[src/rtl/pattern_lut_loader.sv]
// pattern_lut_loader
// Streams one full load of 2^MXADRB words into the pattern RAM picked by
// pid_sel. It drives a one-hot write strobe plus address and data into the RAM
// write ports. It also keeps a running checksum and word count so software can
// check the load afterwards.
//
// Handshake: in LOAD a word is taken on every rising edge where wr_ready=1,
// wr_valid=1 and abort=0. wr_ready is high for the whole of LOAD and low in
// every other state. The producer may hold wr_valid low for any number of
// cycles, and each cycle with wr_valid low transfers nothing.
module pattern_lut_loader #(
  parameter int MXADRB = 12,
  parameter int MXDATB = 18,
  parameter int MXPIDB = 4,
  parameter int NPAT   = 11
) (
  input  logic              clock,
  input  logic              reset_n,
  input  logic              start,
  input  logic [MXPIDB-1:0] pid_sel,
  input  logic              abort,
  input  logic [MXDATB-1:0] wr_data,
  input  logic              wr_valid,
  output logic              wr_ready,
  output logic [NPAT-1:0]   ram_we,
  output logic [MXADRB-1:0] ram_adr,
  output logic [MXDATB-1:0] ram_wdata,
  output logic              busy,
  output logic              done,
  output logic              err_pid,
  output logic              err_abort,
  output logic [MXDATB-1:0] checksum,
  output logic [MXADRB:0]   word_cnt,
  output logic [1:0]        dbg_state
);

  // Pattern IDs 0 and 1 have no loadable RAM. The legal range ends at the top strobe.
  localparam logic [MXPIDB-1:0] PID_MIN = MXPIDB'(2);
  localparam logic [MXPIDB-1:0] PID_MAX = MXPIDB'(NPAT - 1);

  typedef enum logic [1:0] {
    S_IDLE = 2'd0,
    S_LOAD = 2'd1,
    S_FIN  = 2'd2
  } state_t;

  state_t            state_q;
  state_t            state_d;
  logic [MXPIDB-1:0] pid_q;
  logic              pid_legal;
  logic              last_word;
  logic              start_ok;
  logic              start_bad;
  logic              accept;
  logic              abort_load;

  assign pid_legal = (pid_sel >= PID_MIN) && (pid_sel <= PID_MAX);
  // Before the increment, word_cnt never exceeds 2^MXADRB-1 in LOAD, so the low bits all being one marks the final word.
  assign last_word = &word_cnt[MXADRB-1:0];
  assign dbg_state = state_q;

  // State register.
  always_ff @(posedge clock or negedge reset_n) begin
    if (!reset_n) state_q <= S_IDLE;
    else          state_q <= state_d;
  end

  // Next-state logic, handshake outputs, and the per-cycle event strobes.
  always_comb begin
    state_d    = state_q;
    wr_ready   = 1'b0;
    busy       = 1'b0;
    done       = 1'b0;
    start_ok   = 1'b0;
    start_bad  = 1'b0;
    accept     = 1'b0;
    abort_load = 1'b0;
    case (state_q)
      S_IDLE: begin
        if (start) begin
          if (pid_legal) begin
            start_ok = 1'b1;
            state_d  = S_LOAD;
          end else begin
            start_bad = 1'b1;
          end
        end
      end
      S_LOAD: begin
        wr_ready = 1'b1;
        busy     = 1'b1;
        if (abort) begin
          abort_load = 1'b1;
          state_d    = S_IDLE;
        end else if (wr_valid) begin
          accept = 1'b1;
          if (last_word) state_d = S_FIN;
        end
      end
      S_FIN: begin
        // The last write comes out of its register during this cycle.
        busy    = 1'b1;
        done    = 1'b1;
        state_d = S_IDLE;
      end
      default: state_d = S_IDLE;
    endcase
  end

  // Datapath: the latched pid, the error flags, the registered RAM write port, and the counters.
  always_ff @(posedge clock or negedge reset_n) begin
    if (!reset_n) begin
      pid_q     <= '0;
      ram_we    <= '0;
      ram_adr   <= '0;
      ram_wdata <= '0;
      checksum  <= '0;
      word_cnt  <= '0;
      err_pid   <= 1'b0;
      err_abort <= 1'b0;
    end else begin
      ram_we <= '0;
      if (start_ok) begin
        pid_q     <= pid_sel;
        checksum  <= '0;
        word_cnt  <= '0;
        err_pid   <= 1'b0;
        err_abort <= 1'b0;
      end
      if (start_bad) begin
        err_pid   <= 1'b1;
        err_abort <= 1'b0;
      end
      if (abort_load) err_abort <= 1'b1;
      if (accept) begin
        ram_we    <= NPAT'(1) << pid_q;
        ram_adr   <= word_cnt[MXADRB-1:0];
        ram_wdata <= wr_data;
        word_cnt  <= word_cnt + (MXADRB+1)'(1);
        checksum  <= checksum + wr_data;
      end
    end
  end

endmodule

[config.mk]
export PLATFORM = sky130hd
export DESIGN_NAME = pattern_lut_loader
export DESIGN_NICKNAME = d
export VERILOG_FILES = /design/src/rtl/pattern_lut_loader.sv
export SDC_FILE = /design/constraint.sdc
export NUM_CORES = 1
export LEC_CHECK = 0
export ABC_AREA = 1
export CORE_MARGIN = 8
export CORE_UTILIZATION = 45
export DETAILED_ROUTE_END_ITERATION = 16
export PLACE_DENSITY_LB_ADDON = 0.15
export SLEW_MARGIN = 0
export SYNTH_ARGS = -nofsm -noshare
export SYNTH_HDL_FRONTEND = slang
export SYNTH_SLANG_ARGS = --single-unit
[constraint.sdc]
create_clock -name clock -period 1.9 [get_ports clock]
set_clock_uncertainty 0.05 [all_clocks]
set_input_delay 0.19 -clock clock [delete_from_list [all_inputs] [get_ports clock]]
set_output_delay 0.19 -clock clock [all_outputs]
set_load 0.1 [all_outputs]
==> run_1/wires.png <==
Scale: 3 px per um.
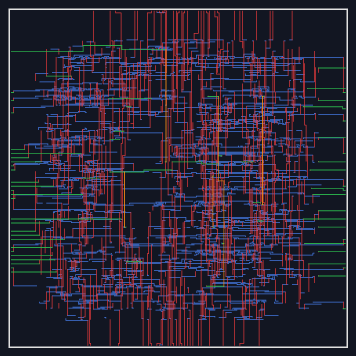
| color | layer | wire length |
|---|---|---|
| green | metal 3 | 579 um |
| orange | metal 4 | 174 um |
| blue | metal 1 | 4840 um |
| red | metal 2 | 5520 um |

==> run_1/flops_by_reg.png <==
Scale: 2 px per um. Other sequential cells in the stronger gray, the rest of the logic in the fainter gray.
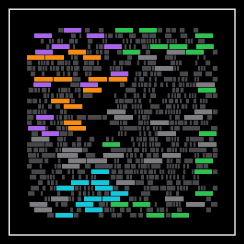
| color | netlist name | sequential cells |
|---|---|---|
| cyan | `ram_we` | 11 |
| green | `ram_wdata` | 18 |
| purple | `ram_adr` | 12 |
| orange | `word_cnt` | 13 |
Reg area: 2046 sq um
fraction of area in registers: 35.53%

==> notes.md, run 1 <==
Notes on the flow run.

- The number of sinks driven by the clock tree is 80, for reference.
- The number of CTS-inserted buffers is 9, for reference.
- For the worst reg-to-reg path, the startpoint reported by OpenROAD is checksum[0].
- Non-clock inverters in the final layout number 51.
- The number of multi-input combinational cells in the layout is ~380.
- The post-route cell area is 5758 sq um, for reference.
- The final cell utilization of the core is between 60% and 70%, for reference.
- After floorplanning, the die was sized to cover 12580 sq um.
- The wire length of the first global-routing pass is about 19000 um, for reference.
- The report lists the number of cells resized after CTS as 0.
- After layout, the minimum clock period comes to 1.816 ns.
- Signal nets in the final route climb as high as met4.
- The area share of buffers outside the clock network is 20.62%, for reference.
- Yosys mapped the design onto 32 distinct sky130hd cell types.
- Along the critical path, the tally of buffer and inverter instances is 1.
- The final worst slack is 0.08362 ns, for reference.
- The share of the Yosys chip area taken by registers is just under 50%.
- The detailed router reports a met3 wire length of 579 um.
- The layout has 10 clock buffers.
- The antenna diode count is 0, for reference.
- The detailed router placed 3856 vias in this run.
- Yosys shows that the main logic family after synthesis is simple AND/OR/NAND/NOR gates.
- The synth_stat.txt file lists the number of cells as 523.
- The final layout contains 712 nets.
- The layout overhead on the synthesized area is 38.41%, for reference.
- The number of hold buffers added after CTS was 1.
- Wire segments on met2 add up to 5522 um in the final route.
- The netlist area before placement is 4160 sq um, for reference.
- At the worst endpoint, the required time is 2.10 ns.
- The run finished with clean final reports.
- The buffer type at the clock tree root is sky130_fd_sc_hd__clkbuf_8, for reference.
- The commonest cells after synthesis are sky130_fd_sc_hd__nand2_1, sky130_fd_sc_hd__dfrtp_1, sky130_fd_sc_hd__inv_1.
- Summed over its instances, the top area cell type makes up between 40% and 50% of the synthesized netlist area.
- The arrival time at the worst endpoint is 2.01 ns, for reference.
- The count of maximum capacitance violations is 0, for reference.
- The placeable core region is ~9100 sq um, for reference.
- The initial utilization of the core area, before any placement, comes to a little under half.
- The xor-xnor portion of the synthesized cell area is 1.474%, for reference.
- The synthesized netlist net count is 572, for reference.
- The wire-length estimate of the detail-placed layout is roughly 8500 um.
- The final-report setup violation count is 0, for reference.
- The chip area estimate from yosys synthesis is 4160 sq um, for reference.
- The main area contributors are sky130_fd_sc_hd__dfrtp_1, sky130_fd_sc_hd__nand2_1, sky130_fd_sc_hd__ha_1, sky130_fd_sc_hd__o21ai_0, sky130_fd_sc_hd__inv_1.
- The number of flops mapped to enable cells by yosys is 0, for reference.
- After clock tree synthesis, the clock-pin slew on the worst setup and hold paths is approximately 0.090 ns.
- The master of the slowest instance on the critical path is sky130_fd_sc_hd__dfrtp_4, for reference.
- Per the GRT log, the top usage layer is met2.
- Counting endpoints that fail hold in the final report gives 0.
- For reference, the critical path cell chain is ha_4, inv_1, fa_2, o21ai_2, nand2_1, nand2_2, nand2_1, nand2_1, nand2_1, nand3_1, nand2_1.
- After global routing the overflow that remains totals 0.
- Global routing consumed, on the met3 layer, 5.099% of the routing resources.
- The total of flip-flops plus latches after synthesis is 80, for reference.
- The number of synthesis warnings is 0, for reference.
- The H-tree depth is 3, for reference.
- The routed length on met1 is 4835 um, for reference.
- The logic area is 2002 sq um, for reference.
- The total number of tap cells is between 100 and 150, for reference.
- The final max-slew violation count is 0, for reference.
- Looking at the reg2reg group, the worst path ends at checksum[14].
- The number of detailed-route iterations in the first pass is 4, for reference.
- The cell seen most often among critical-path stages is sky130_fd_sc_hd__nand2_1, for reference.
- The count of cells in the finished layout, fillers not included, comes to a little under 800.
- After detailed placement, the design holds a cell count of 760.
- Post-route period utilization is reported as 95.60%.
- The sort of element at the start of the critical path is a register, for reference.
- Prior to clock tree synthesis, the placed netlist has a worst setup slack of -0.2547 ns.
- Summing all placed instances gives a cell area of roughly 5500 sq um.
- The capturing element type of the critical path is a register, for reference.
- The slew at the pin with the worst max-slew slack is 0.4568 ns, for reference.
- The leading register cell type out of synthesis is sky130_fd_sc_hd__dfrtp_1, for reference.
- The residual DRC count is 0, for reference.
- The non-clock buffer total of the final layout is 139, for reference.
- The number of placement rows is 35, for reference.
- In the final layout, the share of cells above drive strength 1 is 27.99%.
- The die is 112.2 um wide.
- The synthesis report gives the async set-or-reset register share as 100.0%.
- The number of post-CTS setup repair buffers is 0, for reference.
- The clock tree from TritonCTS is built, for reference.
- The adder-cell share of the synthesized area is 6.797%, for reference.
- The type of the worst setup path is register to register, for reference.
- The synthesized netlist devotes 9.594% of its cell area to compound gates.
- Routing resource usage on met2 recorded by global route was 32.00%.
- The count of mapped cells out of synthesis is 523, for reference.
- The highest fanout seen on the critical path is 3, for reference.
- The library cells used most frequently in the layout, excluding fill and tap cells, are sky130_fd_sc_hd__nand2_1, sky130_fd_sc_hd__buf_4, sky130_fd_sc_hd__dfrtp_1, sky130_fd_sc_hd__inv_1, sky130_fd_sc_hd__nor2_1.
- The routability congestion estimate from global placement is 0.7984, for reference.
- The category of cells accounting for the largest share of critical-path delay is simple AND/OR/NAND/NOR gates, for reference.
==> run_1/io_fan.png <==
Scale: 4 px per um.
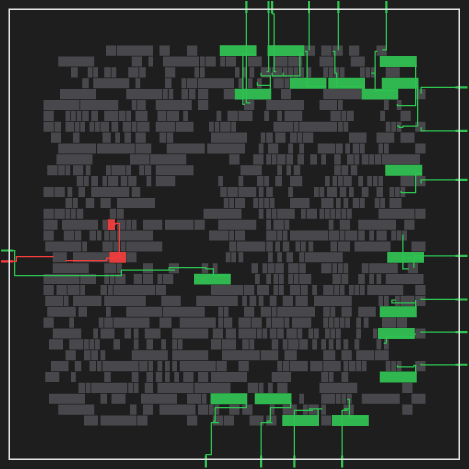
| color | port | bits | direction | edge | end cells | buffers | wire |
|---|---|---|---|---|---|---|---|
| red | `wr_valid` | 1 | input | left | 2 | 1 | 37.0 um |
| green | `ram_wdata` | 18 | output | 7 right, 6 top, 4 bottom, 1 left | 18 | 18 | 487 um |
port bufs: 105
io pins: 106

==> run_1/logic_types.png <==
Scale: 3 px per um.
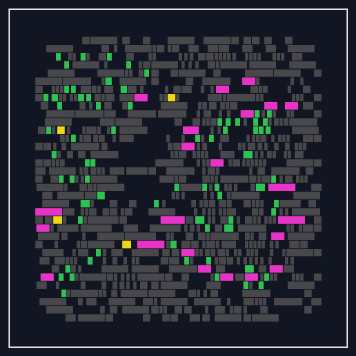
| color | family | cells |
|---|---|---|
| yellow | AND-OR and OR-AND gates | 4 |
| green | inverting AOI/OAI gates | 70 |
| magenta | adder and majority cells | 22 |
combinational share of cell area: 34.77%
commonest non-fill, non-tap cell in the layout: sky130_fd_sc_hd__nand2_1

==> run 1: worst max path at each step <==
stage	startpoint	endpoint	slack, ns	cells after the start
5_1_grt	checksum[0]	checksum[14]	-0.01	11
3_3_place_gp	wr_data[0]	checksum[16]	-0.26	12
3_5_place_dp	wr_data[0]	checksum[16]	-0.25	12
6_report	checksum[0]	checksum[14]	0.08	11
4_1_cts	dbg_state[1]	word_cnt[12]	0.02	9
2_1_floorplan	dbg_state[1]	word_cnt[11]	-0.22	10
==> run 1: sequential cells by signal (all words and copies together), names as in the netlist <==
name	count
ram_adr	12
err_pid	1
word_cnt	13
dbg_state	2
err_abort	1
ram_wdata	18
checksum	18
ram_we	11
pid_q	4
==> run_1/clocks.png <==
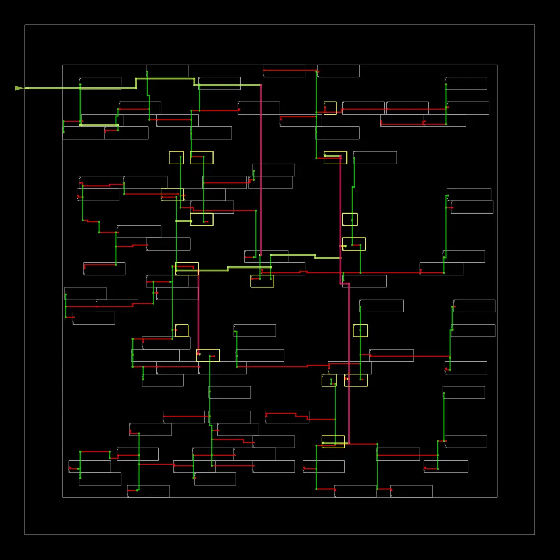

==> inputs of run 2 (changes only) <==
REMOVE_ABC_BUFFERS = 1   (was default)
clock period = 2 ns   (was 1.9 ns; I/O delays follow)
==> run_2/clocks.png <==
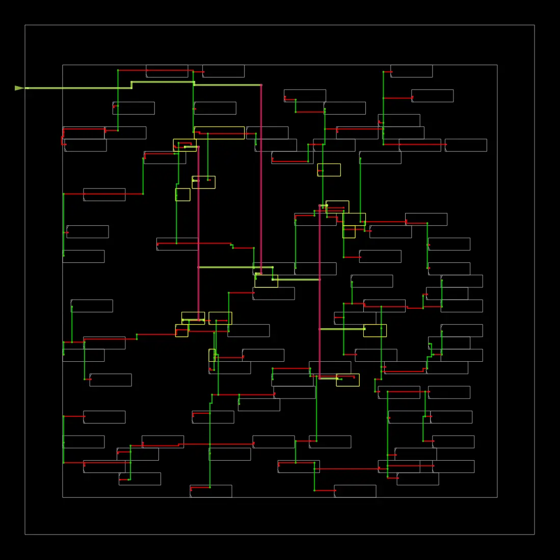
cts bufs inserted: 9
Skew-Pair Late Insertion Delay: 0.35 ns
sinks on the clock net: 80

==> run 2 against run 1 <==
Routed wire length rose by 0.74%; synthesized area did not move; setup slack improved by 0.099 ns; first-iteration DRC count rose by 66%; via count rose by 1.0%; sequential share of layout area rose by 0.25 points.
==> notes.md, run 2 <==
Notes on the flow run.

- The run finished with clean final reports.
- The leading register cell type out of synthesis is sky130_fd_sc_hd__dfrtp_1, for reference.
- Across all setup checks in the final design, the least slack found is 0.1822 ns.
- The number of placement rows is 35, for reference.
- The uppermost signal routing layer after detailed routing is met4, for reference.
- The global-route track usage on met3 is 3.972%, for reference.
- The finished design was reported to have a net count of 709.
- Among the stages of the critical path, the cell type that occurs most often is sky130_fd_sc_hd__inv_1.
- The total placed cells including tap cells is 758, for reference.
- The non-filler instance count after layout is 775, for reference.
- The chip area estimate from yosys synthesis is 4160 sq um, for reference.
- The worst setup path is launched from a register.
- Global route summary, busiest routing layer listed as met2.
- Timing analysis after detailed placement gives a worst setup slack of -0.1845 ns.
- The residual DRC count is 0, for reference.
- The H-tree was split into 3 levels.
- The share of synthesized area occupied by flip-flops and latches is about half, for reference.
- The I/O pin total is about 110, for reference.
- After synthesis, the share of flip-flops with an asynchronous set or reset is 100.0%.
- The routed length on met2 is 5663 um, for reference.
- The logic area is 1919 sq um, for reference.
- The placeable core region is around 9000 sq um, for reference.
- The distinct cell type count after synthesis is 32, for reference.
- The number of cell instances after yosys synthesis is 523, for reference.
- The area share of buffers outside the clock network is 20.53%, for reference.
- Ranked by total cell area, the synthesized netlist is headed by sky130_fd_sc_hd__dfrtp_1, sky130_fd_sc_hd__nand2_1, sky130_fd_sc_hd__ha_1, sky130_fd_sc_hd__o21ai_0, sky130_fd_sc_hd__inv_1.
- Per the cell usage report, the commonest logic cell in the layout is sky130_fd_sc_hd__nand2_1.
- During placement, the flow inserted port buffers numbering around 110.
- The final design was reported to hold multi-input combinational gates totalling about 380.
- The aoi/oai-family share of the synthesized area is around a tenth, for reference.
- The slew at the pin with the worst max-slew slack is 0.4486 ns, for reference.
- The number of detailed-route iterations in the first pass is 4, for reference.
- By count the netlist is led by sky130_fd_sc_hd__nand2_1, sky130_fd_sc_hd__dfrtp_1, sky130_fd_sc_hd__inv_1.
- The count of mapped cells out of synthesis is 523, for reference.
- The library cells used most frequently in the layout, excluding fill and tap cells, are sky130_fd_sc_hd__nand2_1, sky130_fd_sc_hd__buf_4, sky130_fd_sc_hd__dfrtp_1, sky130_fd_sc_hd__inv_1.
- The capturing element type of the critical path is a register, for reference.
- Listed in order, past its start point the critical path passes inv_1, ha_1, inv_1, nor2_4, nand2_4, inv_2, nand4_1, nor2_2, nand3_1, o21a_1.
- The total of flip-flops plus latches after synthesis is 80, for reference.
- The final-report hold violation count is 0, for reference.
- The synthesized netlist devotes 1.474% of its cell area to XOR and XNOR gates.
- The area fraction of the dominant cell type after synthesis is between 40% and 50%, for reference.
- During tapcell insertion the tool placed roughly 110 well taps.
- The final-report setup violation count is 0, for reference.
- Across all layers, the routed design uses 3895 vias.
- The detailed-placement wirelength estimate is around 8500 um, for reference.
- Wire segments on met3 add up to 578 um in the final route.
- The worst setup path is of the register to register kind.
- In the final layout, the registers with the most flip-flops are checksum (18), ram_wdata (18), word_cnt (13).
- The routability congestion estimate from global placement is 0.8471, for reference.
- The slowest stage of the critical path is the sky130_fd_sc_hd__dfrtp_1 cell.
- The number of synthesis warnings is 0, for reference.
- The non-clock buffer total of the final layout is 136, for reference.
- The initial utilization of the core area, before any placement, comes to 45.67%.
- The highest fanout seen on the critical path is 6, for reference.
- The arrival time at the worst endpoint is between 2 and 2.5 ns, for reference.
- The fraction of standard cell area in multi-input logic is 34.30%, for reference.
- The layout summary lists the proportion of cells stronger than drive strength 1 as 21.08%.
- The post-route report lists met1 wire length as 4796 um.
- The final layout report lists a non-clock inverter count of 51.
- The largest non-sequential cell family by area is simple AND/OR/NAND/NOR gates, for reference.
- The final max-slew violation count is 0, for reference.
- The repair_antennas step left the layout with diodes totalling 0.
run 2: worst paths after layout:
kind,start,cells past startpoint,to
worst max-delay path,dbg_state[1],10,word_cnt[11]
worst min-delay path,reset_n,2,ram_adr[3]
worst max register to register,dbg_state[1],10,word_cnt[11]
worst min register to register,ram_wdata[15],2,ram_wdata[15]
max in group asynchronous,reset_n,3,ram_wdata[13]
min in group clock,wr_data[0],3,ram_wdata[0]
run 2: stage by stage:
step	utilization [%]	instance area [sq um]
global placement	58.98	5373
detailed placement	58.98	5373
global route	61.43	5595
finish	61.43	5595
floorplan	-	4103
CTS	61.24	5578
run 2: timing repair:
action | 4_1_cts | 5_1_grt
buffers inserted | 0 | 1
hold buffers | 1 | 0
endpoints found under the setup margin | 0 | 6
resized | 0 | 4
endpoints found under the hold margin | 32 | 0
==> run_2/wires.png <==
Scale: 3 px per um.
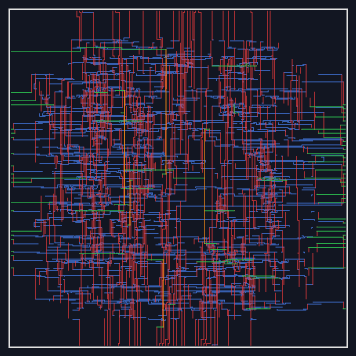

==> inputs of run 3 (changes only) <==
ABC_CLOCK_PERIOD_IN_PS = 2250   (was default)
clock period = 2.25 ns   (was 2 ns; I/O delays follow)
==> run_3/wires.png <==
Scale: 3 px per um.
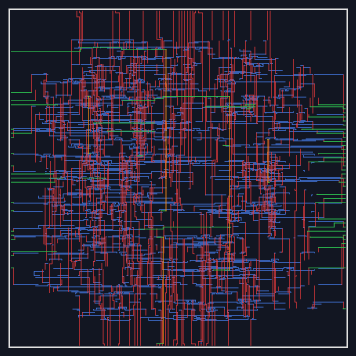
| color | layer | wire length |
|---|---|---|
| green | metal 3 | 512 um |
| orange | metal 4 | 180 um |
| red | metal 2 | 5620 um |
| blue | metal 1 | 4810 um |
total number of vias: 3778
wire length per cell: 14.74 um
Total Routed Length: 11130 um
global-route usage over all layers: 18.50%

==> run 3 against run 2 <==
Via count fell by 3.0%; utilization fell by 2.5 points; non-clock buffer count fell by 21; global-route usage rose by 0.21 points; hold slack improved by 0.0097 ns; synthesized cell count did not move; critical path depth did not move.
==> notes.md, run 3 <==
Notes on the flow run.

- For this run, the leading register cell type out of synthesis is sky130_fd_sc_hd__dfrtp_1.
- The cell seen most often among critical-path stages is sky130_fd_sc_hd__inv_1, for reference.
- Across the run, the number of max-cap violations was 0.
- The first TritonRoute pass finished after 4 iterations.
- Yosys printed 0 warnings.
- In the synthesized netlist, the number of instances is 523.
- In this run the count of I/O pins placed on the die edge is around 110.
- The number of setup buffers added after CTS is 0.
- Looking at the reg2reg group, the worst path starts from dbg_state[1].
- The starting density of the core is 45.67%, for reference.
- After synthesis the netlist holds a flip-flop and latch count of about 80.
- The final report lists a non-filler cell total of about 760.
- The placement summary gives the final routability congestion estimate as 0.8350.
- Summing the areas of all fa, ha and maj instances in the mapped netlist gives 6.797% of the synthesized area.
- For the worst reg-to-reg path, the endpoint reported by OpenROAD is word_cnt[10].
- After detailed routing, the met2 layer carries 5623 um of wire.
- The area occupied by registers is 2002 sq um, for reference.
- For reference, compound AND-OR and OR-AND cells occupy 9.594% of the area reported after synthesis.
- The arrival time at the worst endpoint is 2.16 ns, for reference.
- After detailed routing, the wire length on met1 is 4812 um.
- The slew at the pin with the worst max-slew slack is roughly 0.43 ns, for reference.
- The chip area estimate from yosys synthesis is approximately 4200 sq um, for reference.
- The library cells used most frequently in the layout, excluding fill and tap cells, are sky130_fd_sc_hd__nand2_1, sky130_fd_sc_hd__buf_4, sky130_fd_sc_hd__dfrtp_1, sky130_fd_sc_hd__inv_1, sky130_fd_sc_hd__nor2_1.
- The length of routed met3 wiring is a little over 500 um, for reference.
- The synthesized netlist was found by Yosys to have ~520 cells.
- The synthesized design devotes to its leading area cell type 48.12% of total area.
- Buffers placed on the I/O ports in this run total 105.
- The worst register-to-register path depth is 10.
- The detailed router used layers up to and including met4.
- The category of cells accounting for the largest share of critical-path delay is simple AND/OR/NAND/NOR gates, for reference.
- The final timing report lists a max-slew violation count of 0.
- On met3, the global router reports a usage of under 10%.
- The post-place instance area is between 5000 and 6000 sq um, for reference.
- The buffering stage count on the worst path with inverters included is 4, for reference.
- The distinct cell type count after synthesis is 32, for reference.
- After synthesis, the cell types taking the most area are sky130_fd_sc_hd__dfrtp_1, sky130_fd_sc_hd__nand2_1, sky130_fd_sc_hd__ha_1, sky130_fd_sc_hd__o21ai_0, sky130_fd_sc_hd__inv_1.
- Sequential cells were found to cover 48.12% of the synthesized design area.
- The global routing stage identified its most utilized layer as met2.
- STA puts the critical path data required time at ~2.5 ns.
- The sum of overflow across all layers after global routing is 0, for reference.
- In this run the number of cells on the critical path is 10.
- After routing the design area is 5370 sq um.
- The sort of element at the start of the critical path is a register, for reference.
- Timing analysis after detailed placement gives a worst setup slack of 0.03389 ns.
- The final cell utilization of the core is approximately three fifths, for reference.
- The largest non-sequential cell family by area is simple AND/OR/NAND/NOR gates, for reference.
- The clock H-tree reported by CTS has 3 levels.
- The netlist area before placement is 4160 sq um, for reference.
- The layout overhead on the synthesized area is 29.08%, for reference.
- The layout summary lists the proportion of cells stronger than drive strength 1 as about 18%.
- The clock tree from TritonCTS is built, for reference.
- The flow ran to the end, and the final reports show no timing, DRC or antenna violations.
- The residual DRC count is 0, for reference.
- The antenna diode count is 0, for reference.
- STA classifies the critical path endpoint as a register.
- From left edge to right edge, the die measures 112.2 um.
- The placeable core region is about 9100 sq um, for reference.
- The highest fanout seen on the critical path is 16, for reference.
- The number of CTS-inserted buffers is 9, for reference.
- The number of flops mapped to enable cells by yosys is 0, for reference.
- The setup path with the least slack is of type register to register.
run 3: cell counts after synthesis:
No cell type changed its count.
run 3: cell type report:
cell class              instances  area share [%]
multi-input cells             382           35.55
flip-flops and latches         80           37.28
repair buffers                115           17.52
inverters                      51           3.565
clock inverters                 5           1.048
clock buffers                  11           2.446
well taps                     111           2.586
run 3: through the flow:
step | hold WS (ns) | TNS, ns
2_1_floorplan | -0.1206 | -64.43
3_3_place_gp | 0.1458 | 0
3_5_place_dp | 0.1469 | 0
4_1_cts | 0.3008 | 0
5_1_grt | 0.3338 | 0
6_report | 0.2978 | 0
run 3: what timing repair did:
item,CTS,global route
hold buffers,1,0
resized,0,0
hold endpoints to repair,33,0
endpoints found under the setup margin,0,0
